## src/rtl/sr_coupling_pkg.sv

```systemverilog
// Shared definitions for the SR coherence gate: FSM encoding, unity gain and saturation.
package sr_coupling_pkg;

    typedef enum logic [1:0] {
        ST_IDLE    = 2'd0,
        ST_ARMED   = 2'd1,
        ST_IGNITE  = 2'd2,
        ST_REFRACT = 2'd3
    } sr_state_e;

    localparam int SR_FRAC = 14;
    localparam int Q_ONE   = 1 << SR_FRAC;
    localparam int ACC_W   = 64;

    // Symmetric clamp of a wide intermediate to +/-(2^(w-1)-1).
    function automatic logic signed [ACC_W-1:0] sat_w(input logic signed [ACC_W-1:0] v, input int w);
        logic signed [ACC_W-1:0] lim;
        lim = (64'sd1 <<< (w - 1)) - 64'sd1;
        if (v > lim) return lim;
        if (v < -lim) return -lim;
        return v;
    endfunction

endpackage

```

## src/rtl/sr_coh_mac.sv

```systemverilog
// Shared signed dual-MAC: raw = sat((ax*bx + ay*by) >>> FRAC), registered, time-multiplexed by the top.
module sr_coh_mac
    import sr_coupling_pkg::*;
#(
    parameter int WIDTH = 18,
    parameter int FRAC  = 14
) (
    input  logic                    clk,
    input  logic signed [WIDTH-1:0] ax,
    input  logic signed [WIDTH-1:0] ay,
    input  logic signed [WIDTH-1:0] bx,
    input  logic signed [WIDTH-1:0] by,
    output logic signed [WIDTH-1:0] raw_p1
);

    logic signed [2*WIDTH-1:0] px;
    logic signed [2*WIDTH-1:0] py;
    logic signed [2*WIDTH:0]   sum;
    logic signed [ACC_W-1:0]   shifted;
    logic signed [ACC_W-1:0]   clamped;

    always_comb begin
        px      = ax * bx;
        py      = ay * by;
        sum     = (2*WIDTH+1)'(px) + (2*WIDTH+1)'(py);
        shifted = ACC_W'(sum) >>> FRAC;
        clamped = sat_w(shifted, WIDTH);
    end

    // p0 -> p1: product sum registered
    always_ff @(posedge clk) begin
        raw_p1 <= clamped[WIDTH-1:0];
    end

endmodule

```

## src/rtl/sr_coherence_gate_multi.sv

```systemverilog
// N-channel SR coherence gate: per-channel IIR coherence, SIE FSM and gain, swept over one shared MAC.
// Optional macro SR_GAIN_RAMP_EN: gain ramps in/out of ignition instead of stepping.
module sr_coherence_gate_multi
    import sr_coupling_pkg::*;
#(
    parameter int WIDTH       = 18,
    parameter int FRAC        = 14,
    parameter int N_CH        = 5,
    parameter int ALPHA_SHIFT = 4,
    parameter int THRESH_HI   = 12288,
    parameter int THRESH_LO   = 8192,
    parameter int DWELL_MIN   = 8,
    parameter int IGNITE_MAX  = 400,
    parameter int REFRACT     = 200,
    parameter int GAIN_BOOST  = 24576
) (
    input  logic                      clk,
    input  logic                      rst_n,
    input  logic                      clk_en,
    input  logic signed [WIDTH-1:0]   theta_x,
    input  logic signed [WIDTH-1:0]   theta_y,
    input  logic [N_CH*WIDTH-1:0]     f_x_packed,
    input  logic [N_CH*WIDTH-1:0]     f_y_packed,
    input  logic signed [WIDTH-1:0]   beta_amp,
    input  logic signed [WIDTH-1:0]   beta_thresh,
    output logic [N_CH*WIDTH-1:0]     coh_packed,
    output logic [N_CH*WIDTH-1:0]     gain_packed,
    output logic [N_CH-1:0]           sie_active,
    output logic                      sie_any,
    output logic                      beta_quiet,
    output logic                      update_valid,
    output logic                      overrun
);

    localparam int CNT_W  = 16;
    localparam int STEP_W = 4;
    localparam int IDX_W  = 3;

    localparam logic signed [WIDTH-1:0] ONE_W   = WIDTH'(1 << FRAC);
    localparam logic signed [WIDTH-1:0] BOOST_W = WIDTH'(GAIN_BOOST);
    localparam logic signed [WIDTH-1:0] RAMP_W  = WIDTH'((GAIN_BOOST - (1 << FRAC)) >>> 4);
    localparam logic signed [WIDTH-1:0] TH_HI_W = WIDTH'(THRESH_HI);
    localparam logic signed [WIDTH-1:0] TH_LO_W = WIDTH'(THRESH_LO);

    logic                    busy;
    logic [STEP_W-1:0]       step;
    logic                    quiet_p0;
    logic signed [WIDTH-1:0] tx_p0;
    logic signed [WIDTH-1:0] ty_p0;
    logic [N_CH*WIDTH-1:0]   fx_p0;
    logic [N_CH*WIDTH-1:0]   fy_p0;
    logic signed [WIDTH-1:0] raw_p1;

    logic signed [WIDTH-1:0] coh_q  [N_CH];
    logic signed [WIDTH-1:0] gain_q [N_CH];
    sr_state_e               st_q   [N_CH];
    logic [CNT_W-1:0]        dwell_q[N_CH];
    logic [CNT_W-1:0]        ign_q  [N_CH];
    logic [CNT_W-1:0]        ref_q  [N_CH];

    logic [IDX_W-1:0]        mac_idx;
    logic [IDX_W-1:0]        upd_idx;
    logic                    upd_vld;
    logic                    commit;
    logic signed [WIDTH-1:0] mac_bx;
    logic signed [WIDTH-1:0] mac_by;
    logic [N_CH-1:0]         sie_vec;

    logic signed [WIDTH-1:0] coh_cur, gain_cur, coh_nx, gain_nx;
    logic [CNT_W-1:0]        dwell_cur, ign_cur, ref_cur, dwell_nx, ign_nx, ref_nx;
    sr_state_e               st_cur, st_nx;
    logic signed [ACC_W-1:0] diff, coh_sum, coh_sat;
    logic                    below_lo;

    // Sweep schedule: step k feeds the MAC with channel k, step k+1 updates channel k, step N_CH+1 commits.
    always_comb begin
        mac_idx = (int'(step) < N_CH) ? step[IDX_W-1:0] : '0;
        upd_vld = busy && (step != '0) && (int'(step) <= N_CH);
        upd_idx = upd_vld ? IDX_W'(step - STEP_W'(1)) : '0;
        commit  = busy && (int'(step) == N_CH + 1);
        mac_bx  = fx_p0[int'(mac_idx)*WIDTH +: WIDTH];
        mac_by  = fy_p0[int'(mac_idx)*WIDTH +: WIDTH];
        for (int k = 0; k < N_CH; k++) sie_vec[k] = (st_q[k] == ST_IGNITE);
    end

    sr_coh_mac #(.WIDTH(WIDTH), .FRAC(FRAC)) u_mac (
        .clk    (clk),
        .ax     (tx_p0),
        .ay     (ty_p0),
        .bx     (mac_bx),
        .by     (mac_by),
        .raw_p1 (raw_p1)
    );

    // p1 -> channel state: IIR, SIE next state and gain for the channel under update
    always_comb begin
        coh_cur   = coh_q[upd_idx];
        gain_cur  = gain_q[upd_idx];
        st_cur    = st_q[upd_idx];
        dwell_cur = dwell_q[upd_idx];
        ign_cur   = ign_q[upd_idx];
        ref_cur   = ref_q[upd_idx];

        diff     = ACC_W'(raw_p1) - ACC_W'(coh_cur);
        coh_sum  = ACC_W'(coh_cur) + (diff >>> ALPHA_SHIFT);
        coh_sat  = sat_w(coh_sum, WIDTH);
        coh_nx   = coh_sat[WIDTH-1:0];
        below_lo = (coh_nx < TH_LO_W);

        st_nx    = st_cur;
        dwell_nx = dwell_cur;
        ign_nx   = ign_cur;
        ref_nx   = ref_cur;
        case (st_cur)
            ST_IDLE: begin
                if (coh_nx > TH_HI_W && quiet_p0) begin
                    st_nx    = ST_ARMED;
                    dwell_nx = CNT_W'(1);
                end
            end
            ST_ARMED: begin
                if (below_lo || !quiet_p0) begin
                    st_nx    = ST_IDLE;
                    dwell_nx = '0;
                end else begin
                    dwell_nx = dwell_cur + CNT_W'(1);
                    if (dwell_nx == CNT_W'(DWELL_MIN)) begin
                        st_nx  = ST_IGNITE;
                        ign_nx = '0;
                    end
                end
            end
            ST_IGNITE: begin
                if (below_lo || !quiet_p0 || ign_cur == CNT_W'(IGNITE_MAX - 1)) begin
                    st_nx  = ST_REFRACT;
                    ref_nx = '0;
                end else begin
                    ign_nx = ign_cur + CNT_W'(1);
                end
            end
            default: begin
                if (ref_cur == CNT_W'(REFRACT - 1)) st_nx = ST_IDLE;
                else ref_nx = ref_cur + CNT_W'(1);
            end
        endcase

`ifdef SR_GAIN_RAMP_EN
        case (st_nx)
            ST_IGNITE:  gain_nx = (gain_cur > BOOST_W - RAMP_W) ? BOOST_W : gain_cur + RAMP_W;
            ST_REFRACT: gain_nx = (gain_cur < ONE_W + RAMP_W) ? ONE_W : gain_cur - RAMP_W;
            ST_IDLE:    gain_nx = ONE_W;
            default:    gain_nx = gain_cur;
        endcase
`else
        gain_nx = (st_nx == ST_IGNITE) ? BOOST_W : ONE_W;
`endif
    end

    // clk_en -> p0: input sample latch
    always_ff @(posedge clk) begin
        if (clk_en && !busy) begin
            tx_p0 <= theta_x;
            ty_p0 <= theta_y;
            fx_p0 <= f_x_packed;
            fy_p0 <= f_y_packed;
        end
    end

    always_ff @(posedge clk or negedge rst_n) begin
        if (!rst_n) begin
            busy         <= 1'b0;
            step         <= '0;
            quiet_p0     <= 1'b0;
            update_valid <= 1'b0;
            overrun      <= 1'b0;
            beta_quiet   <= 1'b0;
            sie_active   <= '0;
            sie_any      <= 1'b0;
            for (int k = 0; k < N_CH; k++) begin
                coh_q[k]   <= '0;
                gain_q[k]  <= ONE_W;
                st_q[k]    <= ST_IDLE;
                dwell_q[k] <= '0;
                ign_q[k]   <= '0;
                ref_q[k]   <= '0;
                coh_packed[k*WIDTH +: WIDTH]  <= '0;
                gain_packed[k*WIDTH +: WIDTH] <= ONE_W;
            end
        end else begin
            update_valid <= 1'b0;
            if (clk_en && busy) overrun <= 1'b1;
            if (clk_en && !busy) begin
                busy     <= 1'b1;
                step     <= '0;
                quiet_p0 <= (beta_amp < beta_thresh);
            end
            if (busy) begin
                step <= step + STEP_W'(1);
                if (upd_vld) begin
                    coh_q[upd_idx]   <= coh_nx;
                    gain_q[upd_idx]  <= gain_nx;
                    st_q[upd_idx]    <= st_nx;
                    dwell_q[upd_idx] <= dwell_nx;
                    ign_q[upd_idx]   <= ign_nx;
                    ref_q[upd_idx]   <= ref_nx;
                end
                // channel state -> outputs: single commit point
                if (commit) begin
                    busy         <= 1'b0;
                    update_valid <= 1'b1;
                    beta_quiet   <= quiet_p0;
                    sie_active   <= sie_vec;
                    sie_any      <= |sie_vec;
                    for (int k = 0; k < N_CH; k++) begin
                        coh_packed[k*WIDTH +: WIDTH]  <= coh_q[k];
                        gain_packed[k*WIDTH +: WIDTH] <= gain_q[k];
                    end
                end
            end
        end
    end

endmodule

```

## config.mk

```make
export PLATFORM = sky130hd
export DESIGN_NAME = sr_coherence_gate_multi
export DESIGN_NICKNAME = d
export VERILOG_FILES = /design/src/rtl/sr_coupling_pkg.sv /design/src/rtl/sr_coh_mac.sv /design/src/rtl/sr_coherence_gate_multi.sv
export SDC_FILE = /design/constraint.sdc
export NUM_CORES = 2
export LEC_CHECK = 0
export ABC_CLOCK_PERIOD_IN_PS = 11700
export CAP_MARGIN = 10
export CORE_MARGIN = 3
export CORE_UTILIZATION = 45
export CTS_BUF_LIST = sky130_fd_sc_hd__clkbuf_8
export CTS_CLUSTER_SIZE = 24
export DETAILED_ROUTE_END_ITERATION = 10
export PLACE_DENSITY = 0.69
export SLEW_MARGIN = 10
export SYNTH_ARGS = -nofsm -noshare
export SYNTH_HDL_FRONTEND = slang
export SYNTH_HIERARCHICAL = 1
export SYNTH_SLANG_ARGS = --single-unit
```

## constraint.sdc

```tcl
create_clock -name clk -period 11.7 [get_ports clk]
set_input_delay 1.17 -clock clk [delete_from_list [all_inputs] [get_ports clk]]
set_output_delay 1.17 -clock clk [all_outputs]
set_load 0.01 [all_outputs]
```

==> images/placement_by_type.png <==
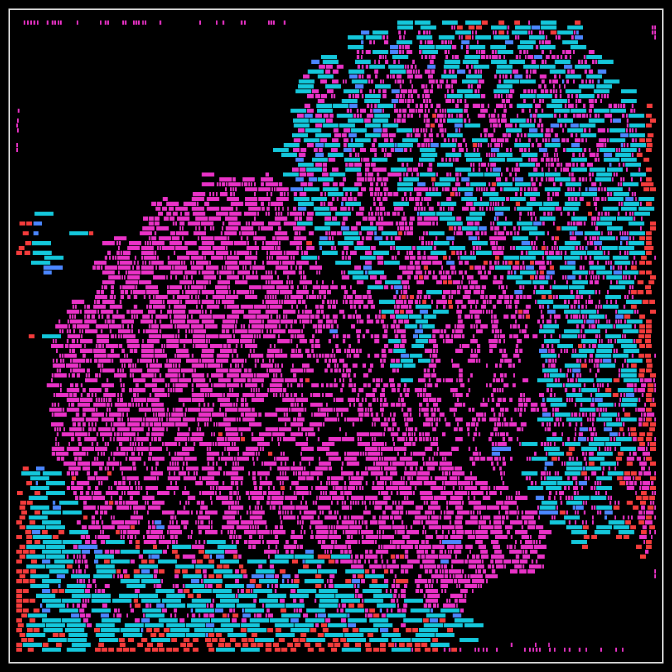
Key: other buffers and delay cells = red [cells 430, share of their area 6.7%]; flops = cyan [cells 689, share of their area 29%]; combinational and other logic = magenta [cells 4824, share of their area 60%]; clock drivers and dummy loads = blue [cells 193, share of their area 3.6%]
utilization after layout: 51.4%
flop share of the area: 28.4%
Core Rows: 129
CORE AREA: 0.125 sq mm

==> images/flops_by_reg.png <==
Other sequential cells in the stronger grey, the rest of the logic in the fainter grey.
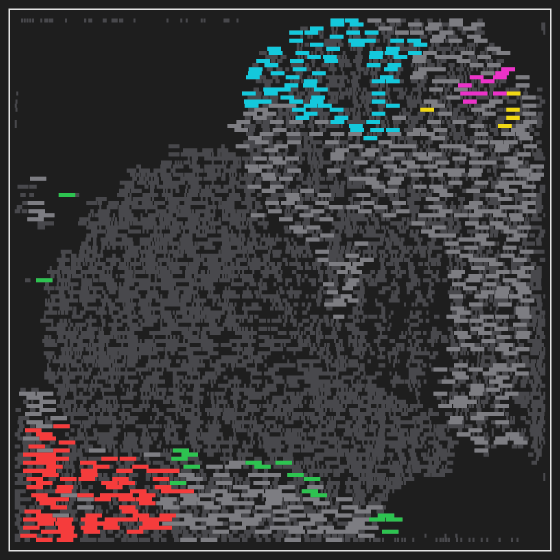
Key: ty_p0 = green [sequential cells 18]; fx_p0 = red [sequential cells 90, where south-west]; gain_q = yellow [sequential cells 5, where north-east]; st_q = magenta [sequential cells 10, where north-east]; ign_q = cyan [sequential cells 80, where north]
Another 486 sequential cells are not coloured.

==> summary.txt <==
Setup crit end -> u_mac/raw_p1[11]$_SDFF_PN1_
Die Ht -> 362 um
Avg WL per Cell -> 20.7 um
Crit Path Max Fanout -> 21
status -> finished clean
drt via density -> 5.43
Post-synth EDFFs -> 216
post-placement cell count -> 7580
IO Count -> 444
Post-Route WL -> 161 mm
WHS -> 362 ps
Non-clk invs -> 833
Post-Synth AOI/OAI Area -> 11.3%
r2r endpoint -> u_mac/raw_p1[11]$_SDFF_PN1_
non-clk buf share -> 6.50%
Filler Cells Inserted -> 11300
setup_tns -> 0 ps
CP Class -> reg -> reg
Die Width -> 362 um
met1 Use GR -> 33.7%
CTS Buffer Depth -> 3
dominant logic cell type in the layout -> nand2_1
Final WS setup -> 573 ps
Nets -> 7250
mux frac, synth -> 1.53%
vias in the first global route -> 44100
Post-Synthesis Cells -> 5806
Worst slew margin -> 22.6%
max cap viols -> 0
Remaining DRCs -> 0
Reg area -> 0.0182 sq mm
Worst-path clk slew -> 60 ps
setup violators final -> 0
H-tree levels -> 3
Multi-In Gates -> 3991
synthesized cell area -> 0.0570 sq mm
CP Depth -> 33
post-synthesis average cell area -> 9.82 sq um
Final Instance Area -> 0.0641 sq mm
==> images/clocks.png <==
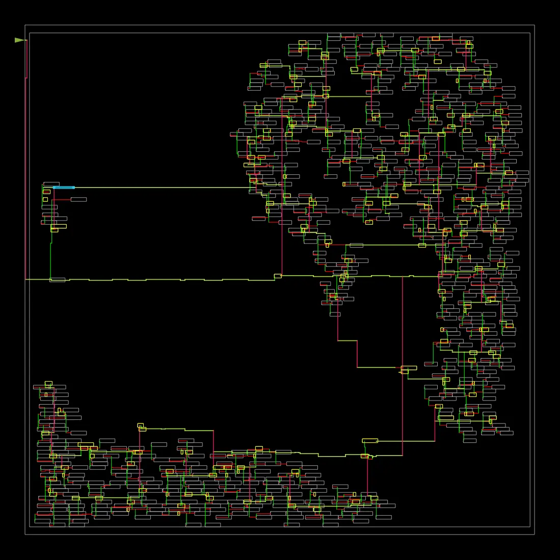
TritonCTS sink count: 689
CTS Buf Count: 111

==> images/clk_routes.png <==
The bar under the picture is 100 um long.
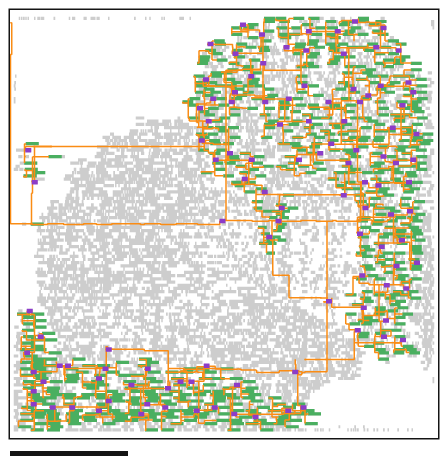
Key: flip-flops = green [count 689]; clock drivers = purple [count 111]; clock wires = orange [length 9400 um]
Position of the flops: widely spread.
clk_lat worst skew: 880 ps
Clock Skew: 93.0 ps

